**src/rtl/pipelined_multiplier_arbiter_pkg.sv**
```systemverilog
// Shared types for the multiplier arbiter: tag format and id sizing helper.
// Latency: n/a (types and constants only).
// Backpressure: n/a.
package pipelined_multiplier_pkg;

    // $clog2 that never returns 0, so a 1-client build still has a 1-bit id.
    function automatic int clog2_min1(input int n);
        int w;
        w = $clog2(n);
        return (w < 1) ? 1 : w;
    endfunction

    // The tag id is sized for the largest supported client count so a single
    // tag type serves every instance; narrower instances zero the upper bits.
    localparam int MAX_REQUESTERS = 16;
    localparam int ID_WIDTH       = clog2_min1(MAX_REQUESTERS);

    typedef struct packed {
        logic                valid;
        logic [ID_WIDTH-1:0] id;
    } mul_tag_t;

endpackage

```
**src/rtl/pipelined_multiplier_arbiter_if.sv**
```systemverilog
// Bundle of client request/response lanes plus the shared-multiplier port.
// Latency: n/a (wires only).
// Backpressure: resp_ready_i per client; slave = arbiter, master = environment.
interface pipelined_multiplier_arbiter_if #(
    parameter int DATA_WIDTH = 16,
    parameter int REQUESTERS = 4
);
    // client request side
    logic [REQUESTERS-1:0]                 req_valid_i;
    logic [REQUESTERS-1:0][DATA_WIDTH-1:0] req_operand_A_i;
    logic [REQUESTERS-1:0][DATA_WIDTH-1:0] req_operand_B_i;
    logic [REQUESTERS-1:0]                 req_ready_o;
    // client response side
    logic [REQUESTERS-1:0]                 resp_valid_o;
    logic [REQUESTERS-1:0]                 resp_ready_i;
    logic [2*DATA_WIDTH-1:0]               resp_result_o;
    // multiplier side
    logic                                  mul_clk_en_o;
    logic [DATA_WIDTH-1:0]                 mul_operand_A_o;
    logic [DATA_WIDTH-1:0]                 mul_operand_B_o;
    logic                                  mul_valid_entry_o;
    logic [2*DATA_WIDTH-1:0]               mul_result_i;
    // status
    logic                                  busy_o;

    modport slave (
        input  req_valid_i, req_operand_A_i, req_operand_B_i, resp_ready_i, mul_result_i,
        output req_ready_o, resp_valid_o, resp_result_o, mul_clk_en_o,
               mul_operand_A_o, mul_operand_B_o, mul_valid_entry_o, busy_o
    );

    modport master (
        output req_valid_i, req_operand_A_i, req_operand_B_i, resp_ready_i, mul_result_i,
        input  req_ready_o, resp_valid_o, resp_result_o, mul_clk_en_o,
               mul_operand_A_o, mul_operand_B_o, mul_valid_entry_o, busy_o
    );
endinterface

```
**src/rtl/pipelined_multiplier_arbiter_rr.sv**
```systemverilog
// Round-robin grant among req bits, searching upward from a rotating pointer.
// Latency: grant is combinational; pointer moves on the edge where advance=1.
// Backpressure: pointer holds while advance=0, so pending requests keep order.
// Ports: clk/rst, req vector, advance; outputs one-hot grant and grant_idx.
module round_robin_arbiter
    import pipelined_multiplier_pkg::*;
#(
    parameter int REQUESTERS = 4
) (
    input  logic                  clk,
    input  logic                  rst,
    input  logic [REQUESTERS-1:0] req,
    input  logic                  advance,
    output logic [REQUESTERS-1:0] grant,
    output logic [ID_WIDTH-1:0]   grant_idx
);
    logic [ID_WIDTH-1:0]   ptr;
    logic [REQUESTERS-1:0] rot;
    logic                  found;
    int                    pos;

    // Rotate so bit j of rot is client (ptr+j) mod REQUESTERS; the first set
    // bit of rot is then the round-robin winner.
    always_comb begin
        rot       = REQUESTERS'({req, req} >> ptr);
        grant     = '0;
        grant_idx = '0;
        found     = 1'b0;
        pos       = 0;
        for (int j = 0; j < REQUESTERS; j++) begin
            if (!found && rot[j]) begin
                found = 1'b1;
                pos   = int'(ptr) + j;
            end
        end
        if (pos >= REQUESTERS) begin
            pos = pos - REQUESTERS;
        end
        if (found) begin
            grant_idx = ID_WIDTH'(pos);
            grant     = REQUESTERS'(1) << grant_idx;
        end
    end

    always_ff @(posedge clk) begin
        if (rst) begin
            ptr <= '0;
        end else if (advance) begin
            ptr <= (grant_idx == ID_WIDTH'(REQUESTERS - 1)) ? '0 : grant_idx + ID_WIDTH'(1);
        end
    end
endmodule

```
**src/rtl/pipelined_multiplier_arbiter.sv**
```systemverilog
// Shares one pipelined multiplier among REQUESTERS clients, routing results back by tag.
// Latency: result on resp_valid_o PIPELINE_DEPTH-1 cycles after acceptance, plus stall cycles.
// Backpressure: head result not accepted -> multiplier clock enable, tags and issue all freeze.
// Ports: clk_i, rst_i (sync, active-high), bus (slave modport: client lanes + multiplier port).
module pipelined_multiplier_arbiter
    import pipelined_multiplier_pkg::*;
#(
    parameter int DATA_WIDTH     = 16,
    parameter int PIPELINE_DEPTH = 4,
    parameter int REQUESTERS     = 4
) (
    input  logic                          clk_i,
    input  logic                          rst_i,
    pipelined_multiplier_arbiter_if.slave bus
);
    localparam int LAT = PIPELINE_DEPTH - 1;

    // tags[0] lines up with the multiplier output; tags[LAT-1] is the tail.
    mul_tag_t tags [LAT];
    mul_tag_t tail_tag;

    logic [REQUESTERS-1:0] grant;
    logic [ID_WIDTH-1:0]   grant_idx;
    logic                  head_vld;
    logic                  stall;
    logic                  accept;
    logic                  busy;
    logic [DATA_WIDTH-1:0] op_a;
    logic [DATA_WIDTH-1:0] op_b;

    // Our valid bit is authoritative; the multiplier's own contents may be stale.
    assign head_vld = tags[0].valid & ~rst_i;
    assign stall    = head_vld & ~|(bus.resp_ready_i & (REQUESTERS'(1) << tags[0].id));
    assign accept   = ~stall & ~rst_i & (|bus.req_valid_i);

    round_robin_arbiter #(
        .REQUESTERS (REQUESTERS)
    ) u_rr (
        .clk       (clk_i),
        .rst       (rst_i),
        .req       (bus.req_valid_i),
        .advance   (accept),
        .grant     (grant),
        .grant_idx (grant_idx)
    );

    // One-hot AND-OR operand mux; zero operands when nothing issues.
    always_comb begin
        op_a = '0;
        op_b = '0;
        for (int i = 0; i < REQUESTERS; i++) begin
            if (accept && grant[i]) begin
                op_a = bus.req_operand_A_i[i];
                op_b = bus.req_operand_B_i[i];
            end
        end
    end

    always_comb begin
        tail_tag.valid = accept;
        tail_tag.id    = accept ? grant_idx : '0;
    end

    always_comb begin
        busy = 1'b0;
        for (int i = 0; i < LAT; i++) begin
            busy = busy | tags[i].valid;
        end
    end

    always_ff @(posedge clk_i) begin
        if (rst_i) begin
            for (int i = 0; i < LAT; i++) begin
                tags[i] <= '0;
            end
        end else if (!stall) begin
            for (int i = 0; i < LAT - 1; i++) begin
                tags[i] <= tags[i+1];
            end
            tags[LAT-1] <= tail_tag;
        end
    end

    assign bus.mul_clk_en_o      = ~stall;
    assign bus.mul_valid_entry_o = accept;
    assign bus.mul_operand_A_o   = op_a;
    assign bus.mul_operand_B_o   = op_b;
    assign bus.req_ready_o       = accept ? grant : '0;
    assign bus.resp_valid_o      = head_vld ? (REQUESTERS'(1) << tags[0].id) : '0;
    assign bus.resp_result_o     = bus.mul_result_i;
    assign bus.busy_o            = busy;
endmodule

```
**src/flat_wrapper.sv**
```systemverilog
// flat-port wrapper written by rule: the top's interface ports become plain ports
module pipelined_multiplier_arbiter_flat import pipelined_multiplier_pkg::*;
#(
    parameter int DATA_WIDTH     = 16,
    parameter int PIPELINE_DEPTH = 4,
    parameter int REQUESTERS     = 4
)
  (clk_i, rst_i, bus_req_valid_i, bus_req_operand_A_i, bus_req_operand_B_i, bus_resp_ready_i, bus_mul_result_i, bus_req_ready_o, bus_resp_valid_o, bus_resp_result_o, bus_mul_clk_en_o, bus_mul_operand_A_o, bus_mul_operand_B_o, bus_mul_valid_entry_o, bus_busy_o);
  pipelined_multiplier_arbiter_if #(.DATA_WIDTH(DATA_WIDTH), .REQUESTERS(REQUESTERS)) bus_i ();
  input  logic clk_i;
  input  logic rst_i;
  input wire logic [$bits(bus_i.req_valid_i)-1:0] bus_req_valid_i;
  input wire logic [$bits(bus_i.req_operand_A_i)-1:0] bus_req_operand_A_i;
  input wire logic [$bits(bus_i.req_operand_B_i)-1:0] bus_req_operand_B_i;
  input wire logic [$bits(bus_i.resp_ready_i)-1:0] bus_resp_ready_i;
  input wire logic [$bits(bus_i.mul_result_i)-1:0] bus_mul_result_i;
  output wire logic [$bits(bus_i.req_ready_o)-1:0] bus_req_ready_o;
  output wire logic [$bits(bus_i.resp_valid_o)-1:0] bus_resp_valid_o;
  output wire logic [$bits(bus_i.resp_result_o)-1:0] bus_resp_result_o;
  output wire logic [$bits(bus_i.mul_clk_en_o)-1:0] bus_mul_clk_en_o;
  output wire logic [$bits(bus_i.mul_operand_A_o)-1:0] bus_mul_operand_A_o;
  output wire logic [$bits(bus_i.mul_operand_B_o)-1:0] bus_mul_operand_B_o;
  output wire logic [$bits(bus_i.mul_valid_entry_o)-1:0] bus_mul_valid_entry_o;
  output wire logic [$bits(bus_i.busy_o)-1:0] bus_busy_o;
  assign bus_i.req_valid_i = bus_req_valid_i;
  assign bus_i.req_operand_A_i = bus_req_operand_A_i;
  assign bus_i.req_operand_B_i = bus_req_operand_B_i;
  assign bus_i.resp_ready_i = bus_resp_ready_i;
  assign bus_i.mul_result_i = bus_mul_result_i;
  assign bus_req_ready_o = bus_i.req_ready_o;
  assign bus_resp_valid_o = bus_i.resp_valid_o;
  assign bus_resp_result_o = bus_i.resp_result_o;
  assign bus_mul_clk_en_o = bus_i.mul_clk_en_o;
  assign bus_mul_operand_A_o = bus_i.mul_operand_A_o;
  assign bus_mul_operand_B_o = bus_i.mul_operand_B_o;
  assign bus_mul_valid_entry_o = bus_i.mul_valid_entry_o;
  assign bus_busy_o = bus_i.busy_o;
  pipelined_multiplier_arbiter #(.DATA_WIDTH(DATA_WIDTH), .PIPELINE_DEPTH(PIPELINE_DEPTH), .REQUESTERS(REQUESTERS)) u_core (.clk_i(clk_i), .rst_i(rst_i), .bus(bus_i));
endmodule
```
**config.mk**
```make
export PLATFORM = sky130hd
export DESIGN_NAME = pipelined_multiplier_arbiter_flat
export DESIGN_NICKNAME = d
export VERILOG_FILES = /design/src/rtl/pipelined_multiplier_arbiter_pkg.sv /design/src/rtl/pipelined_multiplier_arbiter_if.sv /design/src/rtl/pipelined_multiplier_arbiter_rr.sv /design/src/rtl/pipelined_multiplier_arbiter.sv /design/src/flat_wrapper.sv
export SDC_FILE = /design/constraint.sdc
export NUM_CORES = 1
export LEC_CHECK = 0
export CAP_MARGIN = 20
export CORE_AREA = 2 2 95 97
export CTS_CLUSTER_SIZE = 30
export DETAILED_ROUTE_END_ITERATION = 10
export DIE_AREA = 0 0 97 99
export GPL_ROUTABILITY_DRIVEN = 0
export PLACE_DENSITY = 0.88
export SYNTH_ARGS = -nofsm -noshare
export SYNTH_HDL_FRONTEND = slang
export SYNTH_HIERARCHICAL = 1
export SYNTH_SLANG_ARGS = --single-unit
```
**constraint.sdc**
```tcl
create_clock -name clk_i -period 7.4 [get_ports clk_i]
set_input_delay 1.48 -clock clk_i [delete_from_list [all_inputs] [get_ports clk_i]]
set_output_delay 1.48 -clock clk_i [all_outputs]
set_load 0.1 [all_outputs]
```
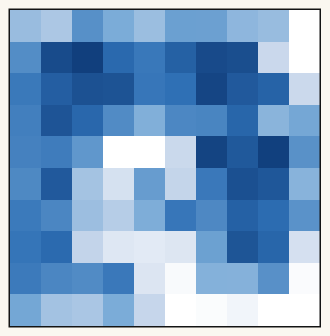
Run 1: cell density map
10 x 10 tiles, from white (low) to dark blue (high), 0 to 100% covered.
emptiest ninth of the die	bottom center
fullest tile	94%
tiles over 75% full	26%
mean over tiles	53%
nearly empty tiles	7.0%
Core ar.: 0.00855 sq mm
fp util: 31.6%
Util after Layout: 61.2%

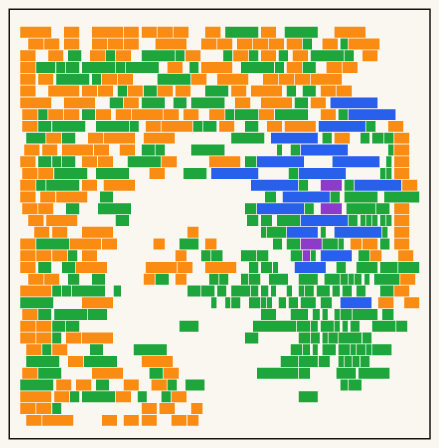
Run 1: cell classes on the final placement
class	color	cells
clock drivers and dummy loads	purple	4
remaining buffers and delay cells	orange	189
remaining logic cells	green	243
sequential cells	blue	19

==> flow_metrics.env, run 1 <==
# implementation run metrics
export IMPL_synth_top_cells_by_area="edfxtp_1 17%, a221oi_1 10%, buf_4 8.9%, nor4_1 7.9%, o22ai_1 7.4%"
export IMPL_comb_cells=233
export IMPL_fin_nets=633
export IMPL_clock_area_share_pct=0.884
export IMPL_flop_count=19
export IMPL_syn_cell_area_sq_mm=0.00270
export IMPL_h_tree_depth=1
export IMPL_vias=3304
export IMPL_top_usage_layer="met2"
export IMPL_drv_cap=0
export IMPL_grt_start_max_net_pins=43
export IMPL_min_period_ns=7.19
export IMPL_startpoint_type="primary input"
export IMPL_yosysWarnings=6
export IMPL_async_reset_ff_share_pct=0
export IMPL_final_area_sq_mm=0.00524
export IMPL_status="completed"
export IMPL_antenna_found_initial=0
export IMPL_synth_main_ff_cell="edfxtp_1"
export IMPL_regArea_sq_um=531
export IMPL_crit_type="in2out"
export IMPL_largestClassByArea="logic gates"
export IMPL_dieArea_sq_mm=0.00960
export IMPL_layout_top_cell="clkdlybuf4s50_1"
export IMPL_min_path_type="reg2reg"
export IMPL_drc_errors=0
export IMPL_io_buffers=180
export IMPL_inv_count=10
export IMPL_required_ns=5.92
export IMPL_worst_hold_slack_ns=0.535
export IMPL_seq_area_share_pct=10.1
export IMPL_clk_pin_slew_worst_paths_ns=0.07
export IMPL_areaGrowthSynthToFinish_pct=93.8
export IMPL_placed_area_sq_mm=0.00511
export IMPL_cts_tree="done"
export IMPL_insertion_delay_ns=0.25
export IMPL_ctsHoldBuffers=0
export IMPL_top_cell_area_share_pct=16.7
export IMPL_ys_ff=19
export IMPL_synth_cells=325
export IMPL_gr_total_overflow=0
export IMPL_buffers=189
export IMPL_grt_usage_pct=21.9
export IMPL_dieWidth_um=97
export IMPL_synth_top_cell_by_count="nor4_1"
export IMPL_yosysUniqueCellTypes=58
export IMPL_maxSlewViolCount=0
export IMPL_dp_cells=556
export IMPL_common_cells="34 x nor4_1, 32 x buf_4, 32 x o22ai_1"
export IMPL_viasPerCell=5.87
export IMPL_finalSetupViolCount=0
export IMPL_max_clock_path_buffers=2
export IMPL_worst_slack_ns=0.211
export IMPL_place_hpwl_um=8710
export IMPL_cts_buffers=3
export IMPL_cts_root_buf="clkbuf_8"
export IMPL_grt_pass1_wl_um=17400
export IMPL_routed_wl_um=11500
export IMPL_grtUsageMet1_pct=26.2
export IMPL_drt_iter0_markers=160
export IMPL_post_place_ws_ns=-0.128
export IMPL_syn_nets=502
export IMPL_wl_per_cell_um=20.4
export IMPL_cts_sinks=19
export IMPL_drtPass1Iterations=4
export IMPL_log_warning_count=31
export IMPL_hold_viol=0
export IMPL_final_cell_mix="144 x clkdlybuf4s50_1, 35 x buf_12, 32 x o22ai_1"
export IMPL_grt_pass1_vias=3402
export IMPL_endpoint_kind="primary output"
export IMPL_edf_count=15
export IMPL_ys_seq_share_pct=19.6
export IMPL_buffer_area_share_pct=42.4
export IMPL_skew_ns=0.00449
export IMPL_yosys_area_sq_mm=0.00270
export IMPL_synth_largest_area_cell="edfxtp_1"
export IMPL_syn_avg_cell_area_sq_um=8.31
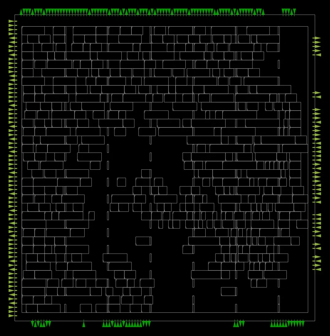
Run 1: placed standard cells
number of fill cells: 661
Tapcell Cnt: 108
Final Non-Filler Cells: 563

==> run 1: logic make-up after synthesis <==
family,synth area share (%)
and+or+nand+nor,25.2
AOI/OAI and AO/OA,29.8
buffers and inverters,16.5
DFF,19.6
muxes,4.91
adders and majority gates,3.24
xor gates and xnor gates,0.649
==> run 1: worst max-delay path, cell delays in order <==
cell and delay (ns):
clkdlybuf4s50_1 0.57, or3b_2 0.48, a211oi_2 0.26, a41o_1 0.13, a32oi_1 0.07, and2_1 0.24, inv_1 0.13, ha_1 0.15
inv_1 0.06, o41ai_4 0.46, and3_1 0.21, o21ai_0 0.12, nor2_1 0.21, nor2b_2 0.25, buf_12 0.20, a221oi_1 0.13
nor4_4 0.31, buf_12 0.22
==> run 1: final timing paths <==
kind	startpoint	to	slack [ns]	depth (start not counted)
hold / removal	u_core/tags[0][6]	u_core/tags[0][1]	0.53	1
hold reg to reg	u_core/tags[0][6]	u_core/tags[0][1]	0.53	1
setup / recovery	bus_req_valid_i[1]	bus_mul_operand_B_o[15]	0.21	18
setup reg to reg	u_core/u_rr/ptr[0]	u_core/u_rr/ptr[3]	3.43	12
==> run 1: metal layers <==
layer  vias to the layer above  wire length, um
met2                       181             5990
met5                         -                0
met3                        14              933
met4                         0              144
met1                      1576             4410
li1                       1533                -
==> run 1: flip-flops by register name, summed over array words and instances, names as in the netlist <==
| name | count |
|---|---|
| u_core/tags | 15 |
| u_core/u_rr/ptr | 4 |
==> run 1: repair_timing <==
item	in CTS	in global routing
resized	1	11
endpoints found under the setup margin	32	32
pin swaps	0	4
gates cloned	0	1
setup buffers	0	2
## Run 2: what changed since run 1
CTS_BUF_LIST = sky130_fd_sc_hd__clkbuf_8   (was unset)
GPL_TIMING_DRIVEN = 0   (was unset)
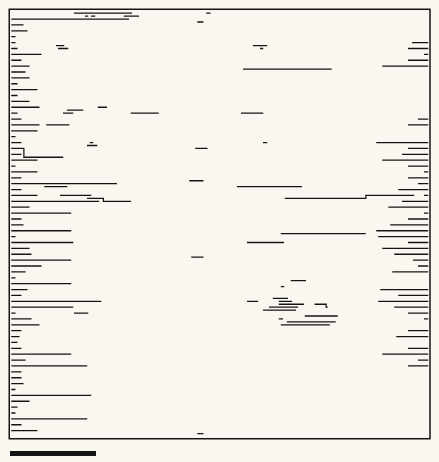
Run 2: signal wires on met3
Scale bar: 20 um.
share of all routed wire	7.5%
longest straight run	26.9 um
nets with wire on the layer	144
Total Wirelength: 12100 um
vias: 3597
met3 Use GR: 4.89%

==> run 2 against run 1 <==
Compared with the run above:
- synthesized area unchanged
- worst hold slack worse by 0.0016 ns
- first-iteration DRC count up 3.8%
- routed wire length up 5.0%
- critical endpoint is now bus_mul_operand_A_o[0]
==> flow_metrics.env, run 2 <==
# implementation run metrics
export IMPL_endpoint_kind="primary output"
export IMPL_r2r_start="u_core/u_rr/ptr[0]"
export IMPL_skew_ns=0.000891
export IMPL_grt_pass1_wl_um=18600
export IMPL_maxSlewViolCount=0
export IMPL_dp_cells=646
export IMPL_fin_nets=723
export IMPL_drc_errors=0
export IMPL_grt_usage_pct=23.2
export IMPL_regArea_sq_um=531
export IMPL_syn_avg_cell_area_sq_um=8.31
export IMPL_dieWidth_um=97
export IMPL_worst_slack_ns=0.227
export IMPL_status="completed"
export IMPL_crit_type="in2out"
export IMPL_areaGrowthSynthToFinish_pct=115
export IMPL_layout_top_cell="clkdlybuf4s50_1"
export IMPL_synth_largest_area_cell="edfxtp_1"
export IMPL_edf_count=15
export IMPL_synth_main_ff_cell="edfxtp_1"
export IMPL_hold_depth=1
export IMPL_core_area_sq_mm=0.00855
export IMPL_initial_core_util_pct=31.6
export IMPL_ys_ff=19
export IMPL_drv_cap=0
export IMPL_viasPerCell=5.51
export IMPL_antenna_found_initial=0
export IMPL_cp_num_buf_inv=5
export IMPL_top_regs="u_core/tags (15), u_core/u_rr/ptr (4)"
export IMPL_routed_top_layer="met4"
export IMPL_wl_per_cell_um=18.5
export IMPL_yosysUniqueCellTypes=58
export IMPL_wl_met3_um=904
export IMPL_postLayoutCoreUtil_pct=67.9
export IMPL_syn_cell_area_sq_mm=0.00270
export IMPL_cp_cell_sequence="clkdlybuf4s50_1 > mux2_4 > nor2_1 > or2_2 > mux2_2 > o21ai_0 > inv_1 > ha_1 > nand3b_1 > a21o_1 > nor2_1 > clkbuf_2 > clkbuf_2 > a221oi_1 > nor4_2 > buf_6"
export IMPL_min_path_type="reg2reg"
export IMPL_drt_iter0_markers=166
export IMPL_finalSetupViolCount=0
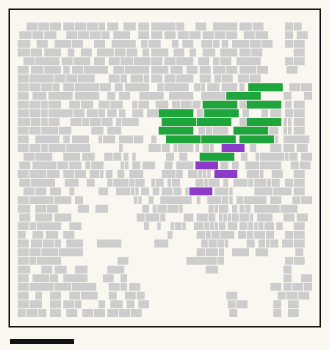
Run 2: register map, names as in the netlist
Scale bar: 20 um. Other cells in gray.
signal	color	flops
u_core/u_rr/ptr	purple	4
u_core/tags	green	15

==> run 2: cell counts after synthesis <==
No cell type changed its count.
==> run 2: area by class of cell <==
type	count	area share (%)
multi-input cells	232	41.5
repair buffers	217	37.8
flip-flops and latches	19	9.13
plain buffers	63	7.82
well taps	108	2.33
clock buffers	3	0.711
inverters	10	0.646
clock inverters	1	0.0646
==> run 2: kinds of logic (layout without fill, tap and decap cells) <==
group / Yosys count / count (layout) / synth area share, %
xor gates and xnor gates: 2 / 2 / 0.649
adders and majority gates: 7 / 7 / 3.24
and+or+nand+nor: 115 / 115 / 25.2
AOI/OAI and AO/OA: 98 / 98 / 29.8
muxes: 10 / 10 / 4.91
DFF: 19 / 19 / 19.6
buffers and inverters: 74 / 294 / 16.5
==> run 2: how the worst min path moves through the flow <==
stage,start,to
after floorplan,u_core/tags[0][5],u_core/tags[0][0]
after global placement,u_core/tags[0][13],u_core/tags[0][8]
after detailed placement,u_core/tags[0][11],u_core/tags[0][6]
after CTS,u_core/tags[0][11],u_core/tags[0][6]
after global routing,u_core/tags[0][8],u_core/tags[0][3]
final,u_core/tags[0][11],u_core/tags[0][6]
==> run 2: timing repair <==
| action | 4_1_cts | 5_1_grt |
|---|---|---|
| cloned | 0 | 0 |
| endpoints found under the setup margin | 36 | 36 |
| gates resized | 266 | 45 |
| setup buffers | 0 | 2 |
| pin swaps | 0 | 3 |
